Fig. 1: run 1, sequential cells coloured by netlist name
Other sequential cells in the stronger grey, the rest of the logic in the fainter grey.
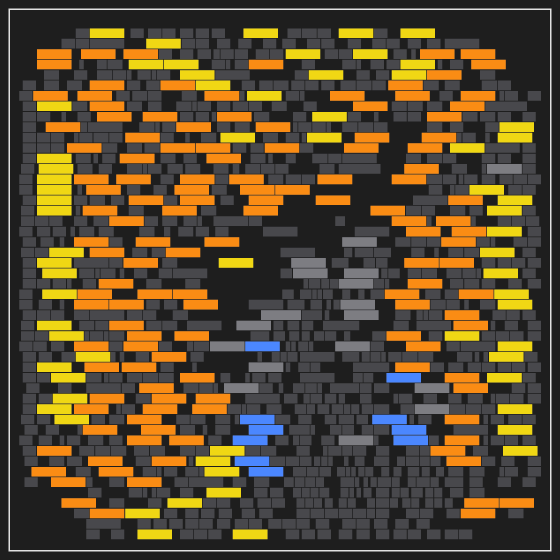
Fig. 2: run 1, cells by drive strength
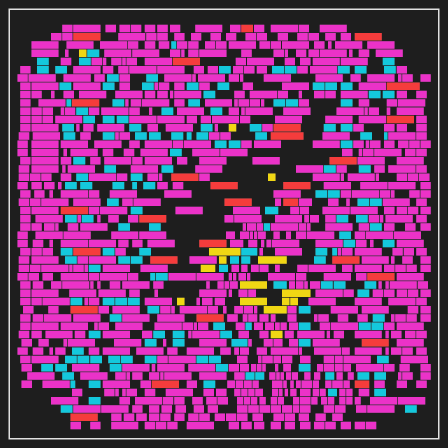
Fig. 3: run 1, placement by cell class
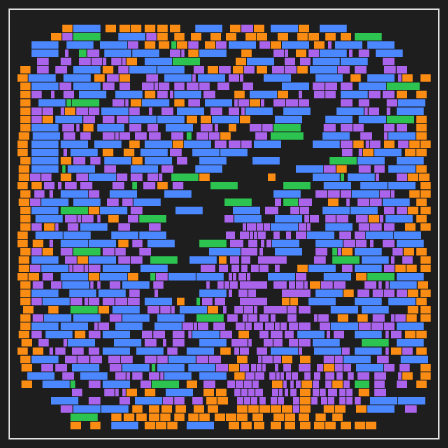
$ cat src/rtl/writeback_arbiter.sv
// writeback_arbiter
//   Owns the single register-file write port. The in-order pipeline
//   writeback (WB) has priority. Long-latency (LL) results wait in a small
//   FIFO. A starvation counter forces the FIFO head through after
//   STARVE_LIMIT consecutive losses. A WB write kills queued LL results for
//   the same register, because the WB value is younger.
// Ports
//   clk, rst                     clock (rising edge), async active-high reset
//   WbValid/WbReg/WbData         pipeline writeback request
//   WbStall                      registered; pipeline holds WB while high
//   LlValid/LlReg/LlData/LlReady long-latency handshake into the FIFO
//   RegWriteEn/Reg2Write/Data2Write  registered register-file write port
//   PendingMask                  one bit per register targeted by a live FIFO entry
module writeback_arbiter #(
    parameter int DEPTH        = 2,
    parameter int STARVE_LIMIT = 4,
    parameter int ZERO_REG     = 31
) (
    input  logic        clk,
    input  logic        rst,
    input  logic        WbValid,
    input  logic [4:0]  WbReg,
    input  logic [63:0] WbData,
    output logic        WbStall,
    input  logic        LlValid,
    input  logic [4:0]  LlReg,
    input  logic [63:0] LlData,
    output logic        LlReady,
    output logic        RegWriteEn,
    output logic [4:0]  Reg2Write,
    output logic [63:0] Data2Write,
    output logic [31:0] PendingMask
);
    localparam int AW = $clog2(DEPTH);
    localparam int PW = AW + 1;
    localparam int CW = $clog2(STARVE_LIMIT + 1);

    typedef enum logic [1:0] {IDLE, PEND, FORCE} state_t;

    state_t            state_q, state_d;
    logic [CW-1:0]     cnt_q, cnt_d;
    logic              wb_stall_q, wb_stall_d;
    logic [PW-1:0]     wr_ptr_q, wr_ptr_d, rd_ptr_q, rd_ptr_d;
    logic [DEPTH-1:0]  ent_vld_q, ent_vld_d;
    logic [4:0]        ent_reg_q  [DEPTH];
    logic [4:0]        ent_reg_d  [DEPTH];
    logic [63:0]       ent_data_q [DEPTH];
    logic [63:0]       ent_data_d [DEPTH];
    logic              reg_write_en_q, reg_write_en_d;
    logic [4:0]        reg2write_q, reg2write_d;
    logic [63:0]       data2write_q, data2write_d;

    logic          full, empty, head_valid, head_valid_d;
    logic          wb_req, push, pop, pop_write, pop_invalid;
    logic [AW-1:0] rd_idx, wr_idx;

    // FIFO bookkeeping, kill and pop/push decisions
    always_comb begin
        rd_idx      = rd_ptr_q[AW-1:0];
        wr_idx      = wr_ptr_q[AW-1:0];
        empty       = (wr_ptr_q == rd_ptr_q);
        full        = (wr_ptr_q[AW] != rd_ptr_q[AW]) && (wr_idx == rd_idx);
        head_valid  = !empty && ent_vld_q[rd_idx];
        // WB is ignored entirely during the forced-drain cycle
        wb_req      = WbValid && !wb_stall_q && (WbReg != 5'(ZERO_REG));
        push        = LlValid && !full && (LlReg != 5'(ZERO_REG));
        // Killed heads leave without using the port, in any state
        pop_invalid = !empty && !ent_vld_q[rd_idx];
        pop_write   = head_valid && ((state_q == FORCE) || (state_q == PEND && !wb_req));
        pop         = pop_invalid || pop_write;

        ent_vld_d  = ent_vld_q;
        ent_reg_d  = ent_reg_q;
        ent_data_d = ent_data_q;
        for (int i = 0; i < DEPTH; i++)
            if (wb_req && ent_reg_q[i] == WbReg) ent_vld_d[i] = 1'b0;
        if (pop) ent_vld_d[rd_idx] = 1'b0;
        if (push) begin
            // A same-cycle WB to the same register is younger, so the push lands dead
            ent_vld_d[wr_idx]  = !(wb_req && LlReg == WbReg);
            ent_reg_d[wr_idx]  = LlReg;
            ent_data_d[wr_idx] = LlData;
        end
        wr_ptr_d     = wr_ptr_q + PW'(push);
        rd_ptr_d     = rd_ptr_q + PW'(pop);
        head_valid_d = (wr_ptr_d != rd_ptr_d) && ent_vld_d[rd_ptr_d[AW-1:0]];
    end

    // Next state, starvation counter and write-port selection
    always_comb begin
        state_d        = IDLE;
        cnt_d          = cnt_q;
        reg_write_en_d = 1'b0;
        reg2write_d    = reg2write_q;
        data2write_d   = data2write_q;

        if (state_q == PEND && wb_req) cnt_d = cnt_q + CW'(1);
        if (pop_write)                 cnt_d = '0;

        if (pop_write) begin
            reg_write_en_d = 1'b1;
            reg2write_d    = ent_reg_q[rd_idx];
            data2write_d   = ent_data_q[rd_idx];
        end else if (wb_req) begin
            reg_write_en_d = 1'b1;
            reg2write_d    = WbReg;
            data2write_d   = WbData;
        end

        if (head_valid_d) begin
            if (state_q == PEND && wb_req && cnt_d == CW'(STARVE_LIMIT)) state_d = FORCE;
            else                                                         state_d = PEND;
        end else begin
            cnt_d = '0;
        end
        wb_stall_d = (state_d == FORCE);
    end

    always_ff @(posedge clk or posedge rst) begin
        if (rst) begin
            state_q        <= IDLE;
            cnt_q          <= '0;
            wb_stall_q     <= 1'b0;
            wr_ptr_q       <= '0;
            rd_ptr_q       <= '0;
            ent_vld_q      <= '0;
            reg_write_en_q <= 1'b0;
            reg2write_q    <= '0;
            data2write_q   <= '0;
            for (int i = 0; i < DEPTH; i++) begin
                ent_reg_q[i]  <= '0;
                ent_data_q[i] <= '0;
            end
        end else begin
            state_q        <= state_d;
            cnt_q          <= cnt_d;
            wb_stall_q     <= wb_stall_d;
            wr_ptr_q       <= wr_ptr_d;
            rd_ptr_q       <= rd_ptr_d;
            ent_vld_q      <= ent_vld_d;
            reg_write_en_q <= reg_write_en_d;
            reg2write_q    <= reg2write_d;
            data2write_q   <= data2write_d;
            ent_reg_q      <= ent_reg_d;
            ent_data_q     <= ent_data_d;
        end
    end

    always_comb begin
        PendingMask = '0;
        for (int i = 0; i < DEPTH; i++)
            if (ent_vld_q[i]) PendingMask[ent_reg_q[i]] = 1'b1;
    end

    assign LlReady    = !full;
    assign WbStall    = wb_stall_q;
    assign RegWriteEn = reg_write_en_q;
    assign Reg2Write  = reg2write_q;
    assign Data2Write = data2write_q;
endmodule

$ cat config.mk
export PLATFORM = sky130hd
export DESIGN_NAME = writeback_arbiter
export DESIGN_NICKNAME = d
export VERILOG_FILES = /design/src/rtl/writeback_arbiter.sv
export SDC_FILE = /design/constraint.sdc
export NUM_CORES = 1
export LEC_CHECK = 0
export CORE_MARGIN = 2
export CORE_UTILIZATION = 54
export DETAILED_ROUTE_END_ITERATION = 16
export HOLD_SLACK_MARGIN = 0.12
export PLACE_DENSITY = 0.86
export SYNTH_ARGS = -nofsm -noshare
export SYNTH_HDL_FRONTEND = slang
export SYNTH_SLANG_ARGS = --single-unit
$ cat constraint.sdc
create_clock -name clk -period 23.1 [get_ports clk]
set_input_delay 4.62 -clock clk [delete_from_list [all_inputs] [get_ports clk]]
set_output_delay 4.62 -clock clk [all_outputs]
set_load 0.02 [all_outputs]
==> results.yml, run 1 <==
# implementation run metrics
run_status:
  status: "complete, no violations"
cells_and_area:
  largest_register: "ent_data_q"
  clockBufferCount: 29
  n_fill_cell: 1255
  clk_share_pct: 5.42
  drive_gt1_share_pct: 20.2
  lay_top_count: "clkdlybuf4s50_1"
  area.growth.synth_to_final_pct: 31.8
  fin_util_pct: 73.3
  buffer_area_share_pct: 18.8
  largest_class: "sequential cells"
  seq_share_pct: 41.2
  sh_comb_area_pct: 32.1
  final_cell_mix: "clkdlybuf4s50_1, dfrtp_1, mux2_2, nor2_1, mux2i_1"
  ff_count: 219
  n_all_inverters: 8
  fin_nets: 1134
  design_area_um2: 13300
  nMultiInputCombCells: 485
  stdcell_count: 1231
  register_area_um2: 5480
  insertedDiodeCount: 0
  num-nonclk-buffers: 251
  layout.area.comb_um2: 4270
synthesis:
  edf_count: 0
  topCombFamilyByArea: "multiplexers"
  syn_area_um2: 10100
  synth-async-reset-ratio_pct: 100
  compound_area_share_pct: 10.6
  ys_seq_share_pct: 54.3
  ys_area_um2: 10100
  synth_area_per_cell_um2: 13.0
  synthAdderAreaFrac_pct: 0.496
  ys_sh_xor_pct: 2.08
  syn_nets: 922
  yosysTopAreaCellShare_pct: 54.3
  ys_cells: 776
  synth.most_common_cell: "dfrtp_1"
  synth.largest_area_cell: "dfrtp_1"
  synth_cells: 776
  synth_warnings: 0
  synthMuxAreaShare_pct: 22.3
  area_leaders: "dfrtp_1, mux2_2, mux2i_1, a221o_1, nor2_1"
  ys_ff: 219
  synthTopCellsByCount: "dfrtp_1, mux2_2, nor2_1"
  synth_cell_type_count: 46
grt:
  gr-usage-all-layers_pct: 24.4
  antenna_found_initial: 0
  grt_util_met2_pct: 41.5
  use_met1_pct: 32.3
  grt_pass1_wl_um: 39500
  grt_pass1_vias: 7669
  grt_max_degree: 142
  grt.busiest_layer: "met2"
  grtUsageMet3_pct: 5.20
  overflow: 0
min_path:
  holdCritStartpoint: "ent_data_q[36]$_DFFE_PP0P_"
  worstHoldPathCells: 1
  min_delay_worst_endpoint: "ent_data_q[36]$_DFFE_PP0P_"
clock_network:
  max-clock-path-buffers: 3
  clkSinkCount: 219
  cts.clk_slew.worst_paths_ps: 70
  numCtsBuffers: 23
  cts_tree: "yes"
  holdBufCountCts: 0
  clk_latency_ps: 490
  ctsHtreeMaxLevel: 1
  cts_setup_buffers: 0
setup_path:
  cp-start-kind: "flop"
  worstReg2RegStart: "rd_ptr_q[0]$_DFF_PP0_"
  r2r_slack_ps: 19910
  cp_max_fo: 8
  path_class: "flop to output port"
  rr_worst_depth: 9
  crit_path_end: "PendingMask[28]"
  worst-path-stages: 3
  cpPeakStageDelay_ps: 640
  cp.required_ps: 18480
  cp_data_arrival_time_ps: 2460
  crit_chain: "or3b_2 > o22ai_1 > clkdlybuf4s50_1"
  cp-end-kind: "output port"
  cp_top_family: "buffers and inverters"
  cp_num_buf_inv: 1
  cp-startpoint: "ent_reg_q[5]$_DFFE_PP0P_"
  cp_slowest_cell: "clkdlybuf4s50_1"
power:
  switchingPower_mw: 0.622
  pwr-share-clk_pct: 19.7
  p_int_mw: 1.17
  p_clk_mw: 0.354
  switching_share_pct: 34.7
  p_comb_mw: 0.758
  sequentialPowerShare_pct: 38.0
  p_comb_share_pct: 42.3
  p_leak_nw: 5.54
  power_mw: 1.79
detailed_routing:
  m1WireLength_um: 10100
  routed_via_density: 5.91
  drt_iter0_markers: 488
  wl_met2_um: 11800
  drtAntennaViolNets: 0
  vias: 7272
  wl_per_cell_um: 19.6
  routed_wl_um: 24100
  wl_met3_um: 1710
  dr.pass1.iters: 5
floorplan:
  core_area_um2: 18100
  rows: 49
  io_pins: 246
  num_tap_cells: 229
  fp_util_pct: 55.6
  die-area_um2: 19800
  chipHeight_um: 141
timing:
  max_freq_mhz: 141
  setup_viol: 0
  rsz0062_at_grt: "no"
  slew_headroom_pct: 29.9
  slew_viol_final: 0
  setup_slack_ps: 16020
  skew_ps: 11.4
  period_needed_ps: 7080
  worstMarginPinSlew_ps: 1050
  whs_ps: 503
  tns_ps: 0
place:
  dpl-instance-area_um2: 12600
  post-place-ws_ps: 15510
  globalplace.congestion: 0.850
  hpwl_um: 15700
  portBuffers: 245
  placed_cells_incl_taps: 1192
-- Fig. 1 (at the start) --
legend:
  `ent_data_q`:
    colour: orange
    flops: 128
    where: widely spread
  `Data2Write`:
    colour: yellow
    flops: 64
    where: widely spread
  `ent_reg_q`:
    colour: blue
    flops: 10
    where: bottom centre
not coloured: 17

-- Fig. 2 (at the start) --
legend:
  x1 and smaller:
    colour: magenta
    cells: 800
  x3 and x4:
    colour: yellow
    cells: 15
  x6 and larger:
    colour: red
    cells: 28
  x2:
    colour: cyan
    cells: 159

-- Fig. 3 (at the start) --
legend:
  clock drivers and dummy loads:
    colour: green
    cells: 39
    share_of_their_area: 5.5%
  remaining logic cells:
    colour: purple
    cells: 493
    share_of_their_area: 33%
  sequential cells:
    colour: blue
    cells: 219
    share_of_their_area: 42%
  remaining buffers and delay cells:
    colour: orange
    cells: 251
    share_of_their_area: 19%

Fig. 4: run 1, cell area per tile
14 x 14 tiles, from black (low) to pale yellow (high), 0 to 100% covered.
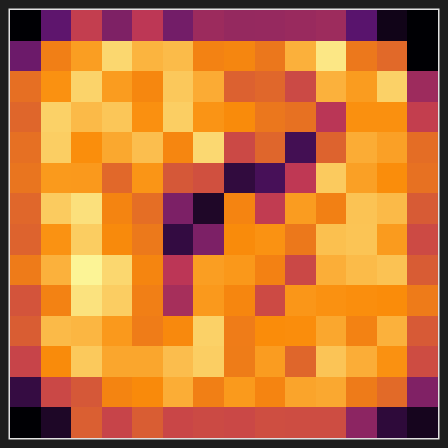

==> run 2: changes to the inputs <==
- CORE_UTILIZATION: 54 -> 45
- PLACE_DENSITY: 0.86 -> 0.77
- clock period: 23.1 -> 6.1 ns (I/O delays scaled with it)
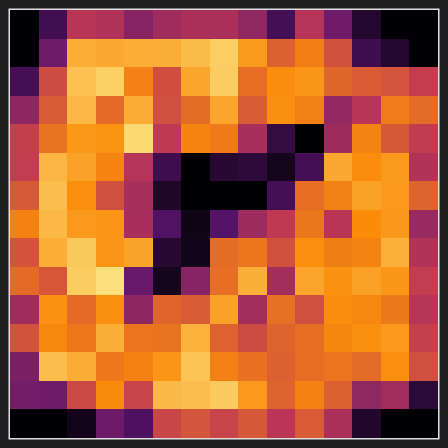
Fig. 5. Cell area per tile (run 2).
15 x 15 tiles, from black (low) to pale yellow (high), 0 to 100% covered.
nearly empty tiles: 6.2%
mean over tiles: 56%
emptiest ninth of the die: centre
tiles over 75% full: 28%

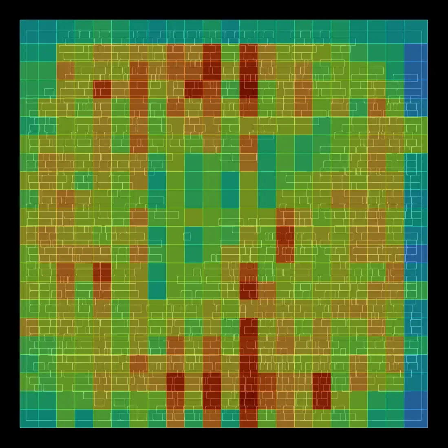
Fig. 6. Routing congestion map (run 2).
GRT Overall Usage: 20.2%
GR Layer Usage met1: 26.2%
Most Crowded Layer GR: met2

==> run 2 against run 1 <==
  * Combinational power increased to 3.8 times the previous value
  * Synthesized area unchanged
  * Power increased to 3.8 times the previous value
  * Global-route usage decreased by 4.2 points
  * Register-to-register slack got worse by 17000 ps
  * Clock skew increased by 3.9 ps
  * Via count decreased by 0.59%
  * Clock power increased to 4.0 times the previous value
  * Sequential power increased to 3.8 times the previous value
  * Critical endpoint is now Data2Write[22]$_DFFE_PP0P_
==> results.yml, run 2 <==
# implementation run metrics
power:
  p_leak_nw: 5.57
  switchingPower_mw: 2.41
  pwr-share-clk_pct: 20.5
  p_int_mw: 4.46
  p_comb_mw: 2.86
  p_comb_share_pct: 41.7
  sequentialPowerShare_pct: 37.8
  power_mw: 6.87
  switching_share_pct: 35.1
  p_clk_mw: 1.41
detailed_routing:
  dr.pass1.iters: 4
  routed_wl_um: 24500
  routed_via_density: 5.60
  drtAntennaViolNets: 0
  wl_per_cell_um: 19.0
  m1WireLength_um: 10600
  wl_met3_um: 1480
  drt_iter0_markers: 322
synthesis:
  synth.largest_area_cell: "dfrtp_1"
  ys_seq_share_pct: 54.3
  yosysTopAreaCellShare_pct: 54.3
  topCombFamilyByArea: "multiplexers"
  synth_cell_type_count: 46
  edf_count: 0
  syn_area_um2: 10100
  synthAdderAreaFrac_pct: 0.496
  ys_area_um2: 10100
  synth_cells: 776
  synth-async-reset-ratio_pct: 100
  ys_ff: 219
  syn_nets: 922
  synthMuxAreaShare_pct: 22.3
  synth_warnings: 0
  compound_area_share_pct: 10.6
  area_leaders: "dfrtp_1, mux2_2, mux2i_1, a221o_1, nor2_1"
  synth_area_per_cell_um2: 13.0
  ys_cells: 776
timing:
  rsz0062_at_grt: "no"
  period_needed_ps: 3690
  worstMarginPinSlew_ps: 1080
  max_freq_mhz: 271
  tns_ps: 0
  slew_viol_final: 0
  skew_ps: 15.3
  whs_ps: 503
  setup_viol: 0
  slew_headroom_pct: 27.8
cells_and_area:
  nMultiInputCombCells: 485
  n_fill_cell: 1744
  clockBufferCount: 32
  largest_class: "sequential cells"
  seq_share_pct: 40.8
  buffer_area_share_pct: 18.8
  lay_top_count: "clkdlybuf4s50_1"
  fin_nets: 1138
  clk_share_pct: 5.80
  insertedDiodeCount: 0
  sh_comb_area_pct: 31.8
  design_area_um2: 13500
  area.growth.synth_to_final_pct: 33.4
  fin_util_pct: 61.5
  largest_register: "ent_data_q"
  final_cell_mix: "clkdlybuf4s50_1, dfrtp_1, mux2_2, nor2_1, mux2i_1"
  ff_count: 219
  layout.area.comb_um2: 4270
clock_network:
  clkSinkCount: 219
  clk_latency_ps: 520
  numCtsBuffers: 24
  ctsHtreeMaxLevel: 1
  max-clock-path-buffers: 3
  cts_tree: "yes"
  cts.clk_slew.worst_paths_ps: 60
  cts_setup_buffers: 0
setup_path:
  cp.required_ps: 6540
  worst-path-stages: 7
  cp_data_arrival_time_ps: 4130
  cp-start-kind: "input port"
  cp_top_family: "buffers and inverters"
  cp-startpoint: "WbReg[2]"
  crit_path_end: "Data2Write[22]$_DFFE_PP0P_"
  cpPeakStageDelay_ps: 720
  cp_num_buf_inv: 2
  worstReg2RegStart: "rd_ptr_q[0]$_DFF_PP0_"
  r2r_slack_ps: 2920
  rr_worst_depth: 8
floorplan:
  core_area_um2: 21900
  num_tap_cells: 280
  die-area_um2: 23600
  chipHeight_um: 154
  rows: 54
  fp_util_pct: 46.1
place:
  placed_cells_incl_taps: 1246
  post-place-ws_ps: 1870
  globalplace.congestion: 0.819
  portBuffers: 245
  dpl-instance-area_um2: 12700
  hpwl_um: 16100
grt:
  grt_pass1_wl_um: 39500
  grtUsageMet3_pct: 4.65
  grt_max_degree: 106
  grt_util_met2_pct: 34.1
  grt_pass1_vias: 7676
  overflow: 0
min_path:
  min_delay_worst_endpoint: "ent_data_q[124]$_DFFE_PP0P_"
  worstHoldPathCells: 1
  holdCritStartpoint: "ent_data_q[124]$_DFFE_PP0P_"
run_status:
  status: "complete, no violations"
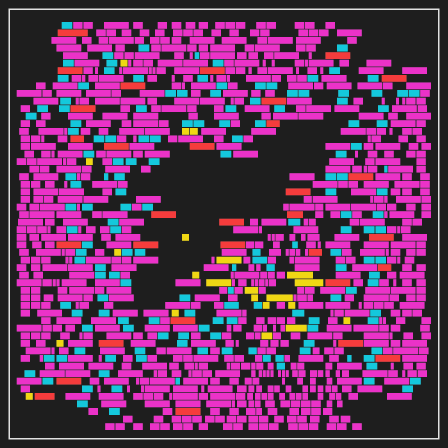
Fig. 7. Cells by drive strength (run 2).
legend:
  x6 and larger:
    colour: red
    cells: 31
  x3 and x4:
    colour: yellow
    cells: 22
  x2:
    colour: cyan
    cells: 157
  x1 and smaller:
    colour: magenta
    cells: 800

Power and IR drop assume default switching activity.
